==> images/congestion_map.png <==
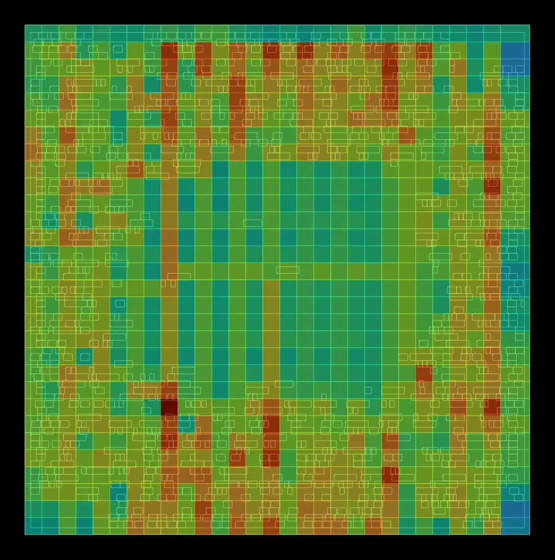
==> images/ff_map.png <==
The bar under the picture is 50 um long. Other cells in gray.
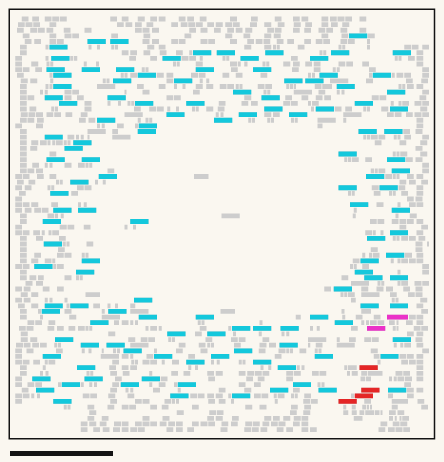
**src/rtl/aes_pkg.sv**
```systemverilog
// rtl/aes_pkg.sv - shared widths, round count and FSM encoding for the AES round controller
package aes_pkg;

  localparam int DATA_W     = 128;
  localparam int NUM_ROUNDS = 10;
  localparam int ROUND_W    = 4;

  typedef enum logic [1:0] {
    ST_IDLE  = 2'd0,
    ST_ISSUE = 2'd1,
    ST_WAIT  = 2'd2,
    ST_DONE  = 2'd3
  } aes_state_e;

endpackage

```
**src/rtl/aes_round_ctrl_if.sv**
```systemverilog
// rtl/aes_round_ctrl_if.sv - block input, datapath issue/return and ciphertext output bundle
interface aes_round_ctrl_if #(
  parameter int DATA_W = aes_pkg::DATA_W
) ();

  logic                       in_valid;
  logic                       in_ready;
  logic [DATA_W-1:0]          in_data;

  logic                       dp_valid_out;
  logic [DATA_W-1:0]          dp_data_out;
  logic [aes_pkg::ROUND_W-1:0] dp_round;
  logic                       dp_last;
  logic                       dp_valid_in;
  logic [DATA_W-1:0]          dp_data_in;

  logic                       out_valid;
  logic                       out_ready;
  logic [DATA_W-1:0]          out_data;

  // master is the controller; slave is the upstream/datapath/downstream environment
  modport master (
    input  in_valid, in_data, dp_valid_in, dp_data_in, out_ready,
    output in_ready, dp_valid_out, dp_data_out, dp_round, dp_last, out_valid, out_data
  );

  modport slave (
    output in_valid, in_data, dp_valid_in, dp_data_in, out_ready,
    input  in_ready, dp_valid_out, dp_data_out, dp_round, dp_last, out_valid, out_data
  );

endinterface

```
**src/rtl/aes_round_wdog.sv**
```systemverilog
// rtl/aes_round_wdog.sv - WAIT-state watchdog: counts cycles in WAIT and raises a sticky error
module aes_round_wdog #(
  parameter int TIMEOUT = 16
) (
  input  logic clk,
  input  logic reset,
  input  logic in_wait,
  input  logic dp_valid_in,
  output logic timeout,
  output logic err
);

  localparam int CNT_W = $clog2(TIMEOUT + 1);
  localparam logic [CNT_W-1:0] CNT_LAST = CNT_W'(TIMEOUT - 1);

  logic [CNT_W-1:0] cnt_q;

  // Held at zero outside WAIT, so every entry into WAIT starts from zero.
  always_ff @(posedge clk or posedge reset) begin
    if (reset) begin
      cnt_q <= '0;
    end else if (!in_wait) begin
      cnt_q <= '0;
    end else if (cnt_q != CNT_LAST) begin
      cnt_q <= cnt_q + CNT_W'(1);
    end
  end

  // The TIMEOUT-th WAIT cycle; the error becomes visible TIMEOUT cycles after entry.
  assign timeout = in_wait && (cnt_q == CNT_LAST);

  always_ff @(posedge clk or posedge reset) begin
    if (reset) begin
      err <= 1'b0;
    end else if (timeout && !dp_valid_in) begin
      err <= 1'b1;
    end
  end

endmodule

```
**src/rtl/aes_round_ctrl.sv**
```systemverilog
// rtl/aes_round_ctrl.sv - AES round sequencer; optional WAIT watchdog under AES_ROUND_WDOG_EN
module aes_round_ctrl #(
  parameter int DATA_W     = aes_pkg::DATA_W,
  parameter int NUM_ROUNDS = aes_pkg::NUM_ROUNDS,
  parameter int TIMEOUT    = 16
) (
  input  logic              clk,
  input  logic              reset,
  aes_round_ctrl_if.master  bus,
  output logic              busy,
  output logic              err
);

  import aes_pkg::*;

  localparam logic [ROUND_W-1:0] LAST_ROUND = ROUND_W'(NUM_ROUNDS);

  if (NUM_ROUNDS < 1 || NUM_ROUNDS >= (1 << ROUND_W)) begin : g_bad_num_rounds
    $error("NUM_ROUNDS must fit the round index width");
  end
  if (TIMEOUT < 2) begin : g_bad_timeout
    $error("TIMEOUT must be at least 2");
  end

  aes_state_e         fsm_q, fsm_d;
  logic [DATA_W-1:0]  data_q, data_d;
  logic [ROUND_W-1:0] round_q, round_d;
  logic               last_round;
  logic               wdog_timeout;

  assign last_round = (round_q == LAST_ROUND);

`ifdef AES_ROUND_WDOG_EN
  aes_round_wdog #(
    .TIMEOUT (TIMEOUT)
  ) u_wdog (
    .clk         (clk),
    .reset       (reset),
    .in_wait     (fsm_q == ST_WAIT),
    .dp_valid_in (bus.dp_valid_in),
    .timeout     (wdog_timeout),
    .err         (err)
  );
`else
  assign wdog_timeout = 1'b0;
  assign err          = 1'b0;
`endif

  always_ff @(posedge clk or posedge reset) begin
    if (reset) begin
      fsm_q   <= ST_IDLE;
      data_q  <= '0;
      round_q <= '0;
    end else begin
      fsm_q   <= fsm_d;
      data_q  <= data_d;
      round_q <= round_d;
    end
  end

  always_comb begin
    fsm_d   = fsm_q;
    data_d  = data_q;
    round_d = round_q;
    case (fsm_q)
      ST_IDLE: begin
        if (bus.in_valid) begin
          data_d  = bus.in_data;
          round_d = '0;
          fsm_d   = ST_ISSUE;
        end
      end
      ST_ISSUE: begin
        fsm_d = ST_WAIT;
      end
      ST_WAIT: begin
        // A result arriving on the watchdog's final cycle takes priority over the timeout.
        if (bus.dp_valid_in) begin
          data_d = bus.dp_data_in;
          if (last_round) begin
            fsm_d = ST_DONE;
          end else begin
            round_d = round_q + ROUND_W'(1);
            fsm_d   = ST_ISSUE;
          end
        end else if (wdog_timeout) begin
          round_d = '0;
          fsm_d   = ST_IDLE;
        end
      end
      ST_DONE: begin
        if (bus.out_ready) begin
          fsm_d = ST_IDLE;
        end
      end
      default: begin
        fsm_d = ST_IDLE;
      end
    endcase
  end

  // Every output comes from registers only; nothing reaches out from in_data combinationally.
  always_comb begin
    bus.in_ready     = (fsm_q == ST_IDLE);
    bus.dp_valid_out = (fsm_q == ST_ISSUE);
    bus.dp_data_out  = data_q;
    bus.dp_round     = round_q;
    bus.dp_last      = last_round;
    bus.out_valid    = (fsm_q == ST_DONE);
    bus.out_data     = data_q;
    busy             = (fsm_q != ST_IDLE);
  end

endmodule

```
**src/flat_wrapper.sv**
```systemverilog
// flat-port wrapper written by rule: the top's interface ports become plain ports
module aes_round_ctrl_flat import aes_pkg::*;
#(
  parameter int DATA_W     = aes_pkg::DATA_W,
  parameter int NUM_ROUNDS = aes_pkg::NUM_ROUNDS,
  parameter int TIMEOUT    = 16
)
  (clk, reset, busy, err, bus_in_valid, bus_in_data, bus_dp_valid_in, bus_dp_data_in, bus_out_ready, bus_in_ready, bus_dp_valid_out, bus_dp_data_out, bus_dp_round, bus_dp_last, bus_out_valid, bus_out_data);
  aes_round_ctrl_if #(.DATA_W(DATA_W)) bus_i ();
  input  logic clk;
  input  logic reset;
  output logic busy;
  output logic err;
  input wire logic [$bits(bus_i.in_valid)-1:0] bus_in_valid;
  input wire logic [$bits(bus_i.in_data)-1:0] bus_in_data;
  input wire logic [$bits(bus_i.dp_valid_in)-1:0] bus_dp_valid_in;
  input wire logic [$bits(bus_i.dp_data_in)-1:0] bus_dp_data_in;
  input wire logic [$bits(bus_i.out_ready)-1:0] bus_out_ready;
  output wire logic [$bits(bus_i.in_ready)-1:0] bus_in_ready;
  output wire logic [$bits(bus_i.dp_valid_out)-1:0] bus_dp_valid_out;
  output wire logic [$bits(bus_i.dp_data_out)-1:0] bus_dp_data_out;
  output wire logic [$bits(bus_i.dp_round)-1:0] bus_dp_round;
  output wire logic [$bits(bus_i.dp_last)-1:0] bus_dp_last;
  output wire logic [$bits(bus_i.out_valid)-1:0] bus_out_valid;
  output wire logic [$bits(bus_i.out_data)-1:0] bus_out_data;
  assign bus_i.in_valid = bus_in_valid;
  assign bus_i.in_data = bus_in_data;
  assign bus_i.dp_valid_in = bus_dp_valid_in;
  assign bus_i.dp_data_in = bus_dp_data_in;
  assign bus_i.out_ready = bus_out_ready;
  assign bus_in_ready = bus_i.in_ready;
  assign bus_dp_valid_out = bus_i.dp_valid_out;
  assign bus_dp_data_out = bus_i.dp_data_out;
  assign bus_dp_round = bus_i.dp_round;
  assign bus_dp_last = bus_i.dp_last;
  assign bus_out_valid = bus_i.out_valid;
  assign bus_out_data = bus_i.out_data;
  aes_round_ctrl #(.DATA_W(DATA_W), .NUM_ROUNDS(NUM_ROUNDS), .TIMEOUT(TIMEOUT)) u_core (.clk(clk), .reset(reset), .bus(bus_i), .busy(busy), .err(err));
endmodule
```
**config.mk**
```make
export PLATFORM = sky130hd
export DESIGN_NAME = aes_round_ctrl_flat
export DESIGN_NICKNAME = d
export VERILOG_FILES = /design/src/rtl/aes_pkg.sv /design/src/rtl/aes_round_ctrl_if.sv /design/src/rtl/aes_round_wdog.sv /design/src/rtl/aes_round_ctrl.sv /design/src/flat_wrapper.sv
export SDC_FILE = /design/constraint.sdc
export NUM_CORES = 1
export LEC_CHECK = 0
export CORE_AREA = 2 2 203 205
export DETAILED_ROUTE_END_ITERATION = 12
export DIE_AREA = 0 0 205 207
export GPL_ROUTABILITY_DRIVEN = 0
export PLACE_DENSITY_LB_ADDON = 0.15
export REMOVE_ABC_BUFFERS = 1
export SKIP_LAST_GASP = 1
export SLEW_MARGIN = 20
export SYNTH_ARGS = -nofsm -noshare
export SYNTH_HDL_FRONTEND = slang
export SYNTH_SLANG_ARGS = --single-unit
```
**constraint.sdc**
```tcl
create_clock -name clk -period 4.7 [get_ports clk]
set_input_delay 0.94 -clock clk [delete_from_list [all_inputs] [get_ports clk]]
set_output_delay 0.94 -clock clk [all_outputs]
set_load 0.05 [all_outputs]
```
==> run summary <==
run metrics: crit path DRT about 3.8 ns, largest net degree at the start of global routing 131, dpl cells about 1600, yosys adder share 0.334%, Min-Delay Path Class reg2reg, clock-pin slew on the worst setup and hold paths 0.06 ns, Iteration-0 DRC Markers 267, Post-Syn Area 0.00750 mm^2, CP endpoint bus_out_valid, Yosys top cell by instances o21ai_0, fmax 0.297 GHz, area occupied by multi-input gates 0.00277 mm^2, Core Rows 74, kind of critical path reg2out, Synth Area in Simple Gates 1.05%, hold depth 2, crit end category primary output, area share, top type around 45%, FF-to-FF End u_core.bus.dp_data_out[94], Data arrival, critical path 2.42 ns, post-route clock skew 0.00887 ns, first-pass GRT wire length 46.7 mm, worst-path cell chain nand2_1 > inv_1 > clkdlybuf4s50_1, Distinct cells, synth 30, number of diodes 0, Worst Max-Slew Pin Slew approximately 0.84 ns, I/O pins 527, ys flops 134, hpwl dp 22.5 mm, RSZ-0062 raised after global routing false, Avg Inst Size Synth 10.2 um^2, Setup TNS 0 ns, number of enable flip-flop cells 0, gr ovfl total 0, total wire length 31.4 mm, Syn. warnings 0, most frequent logic cell in the layout clkdlybuf4s50_1, vias after detailed routing slightly below 7000, clk latency late pin 0.43 ns, status completed, filler cell count between 4000 and 5000, Hold Crit Start u_core.bus.dp_data_out[10], minimum clock period 3.36 ns, CTS tree yes, Worst path max stage delay 0.92 ns, port bufs 525, Post-synth top cells o21ai_0 (161), buf_4 (140), dfrtp_1 (134), mux2i_1 (129), o21ai_1 (97), FF-to-FF setup slack 1.98 ns, CORE AREA 0.0404 mm^2, remaining antenna violation count 0, yosys aoi share 18.0%, die height 207 um, post-synthesis sequential area ratio approximately 45%, vias in the first global route 7045, DIE WIDTH 205 um, Dominant flop cell dfrtp_1, Worst Setup SP u_core.fsm_q[0], TritonRoute pass-1 iters 4, Buf/Inv on CP 2, Post-synth ARST share 100%, Post-CTS Setup Inserts 0, Tcrit/Tclk final 71.5%, yosys stat cell total 738, Max Cap Viol 0, drt via density 4.13, reg2reg start u_core.fsm_q[0], slew margin rel. between 40 and 50%, Longest Clk Path Bufs 2, clk sinks about 130, most numerous logic cells after layout clkdlybuf4s50_1 (525), o21ai_0 (161), dfrtp_1 (133), mux2i_1 (129), o21ai_1 (97), clock tree root driver cell clkbuf_16, DRC Markers 0, biggest area cells dfrtp_1 (45%), mux2i_1 (17%), buf_4 (14%), o21ai_0 (11%), o21ai_1 (6.5%), critical path launch point type flip-flop, hold_buf cts 0, post-synth top area cell dfrtp_1, register area 0.00336 mm^2, DR WL/cell 19.1 um, final hold viol count 0, YS chip area 0.00750 mm^2, Top logic family buffers and inverters, total CTS buffers 17, H-tree Lvls 4, Layout Nets 1365
## Picture notes: congestion_map.png
All-Layer GR Usage: 14.6%
Top Usage Layer GRT: met2
met3 Track Usage GR: 3.82%

## Picture notes: ff_map.png
netlist name	color	sequential cells
u_core.bus.dp_round	red	4
u_core.fsm_q	magenta	2
u_core.bus.dp_data_out	cyan	128

[layer usage]
layer  GRT usage (%)  part of all wire [%]  wire (um)
met5               0                     0          0
met1            17.8                    40      12700
met3            3.82                   7.2       2260
met2            25.2                    51      16000
met4            3.89                   1.3        404
[area by class of cell]
| class | count | area share [%] |
|---|---|---|
| Timing Repair Buffer | 533 | 42.2 |
| Sequential cell | 134 | 26.4 |
| Multi-Input combinational cell | 410 | 21.8 |
| Tap cell | 532 | 5.24 |
| Clock buffer | 24 | 3.71 |
| Clock inverter | 8 | 0.404 |
| Inverter | 6 | 0.217 |
[through the flow]
stage / setup slack, ns / utilization [%] / cell area [um^2] / hold slack [ns]
final: 1.34 / 31.5 / 12700 / 0.546
after global placement: 1.78 / 30.2 / 12200 / 0.519
after detailed placement: 1.79 / 30.2 / 12200 / 0.532
after global routing: 1.15 / 31.5 / 12700 / 0.569
after CTS: 1.29 / 31.5 / 12700 / 0.546
after floorplan: -1.54 / - / 6150 / 0.672
[cells by family after synthesis]
family	after synthesis
compound gates	265
buf+inv	194
flops	134
mux	130
simple gates	12
fa+ha+maj	2
other cells	1
[worst register-to-register path: stages, from the launching register on]
cell	delay, ns
dfrtp_4	0.76
and2b_4	0.93
buf_12	0.41
mux2i_1	0.41
o21ai_1	0.08
[registers in the layout, indices dropped and copies added (netlist names)]
register and count:
u_core.bus.dp_round 4, u_core.bus.dp_data_out 128, u_core.fsm_q 2
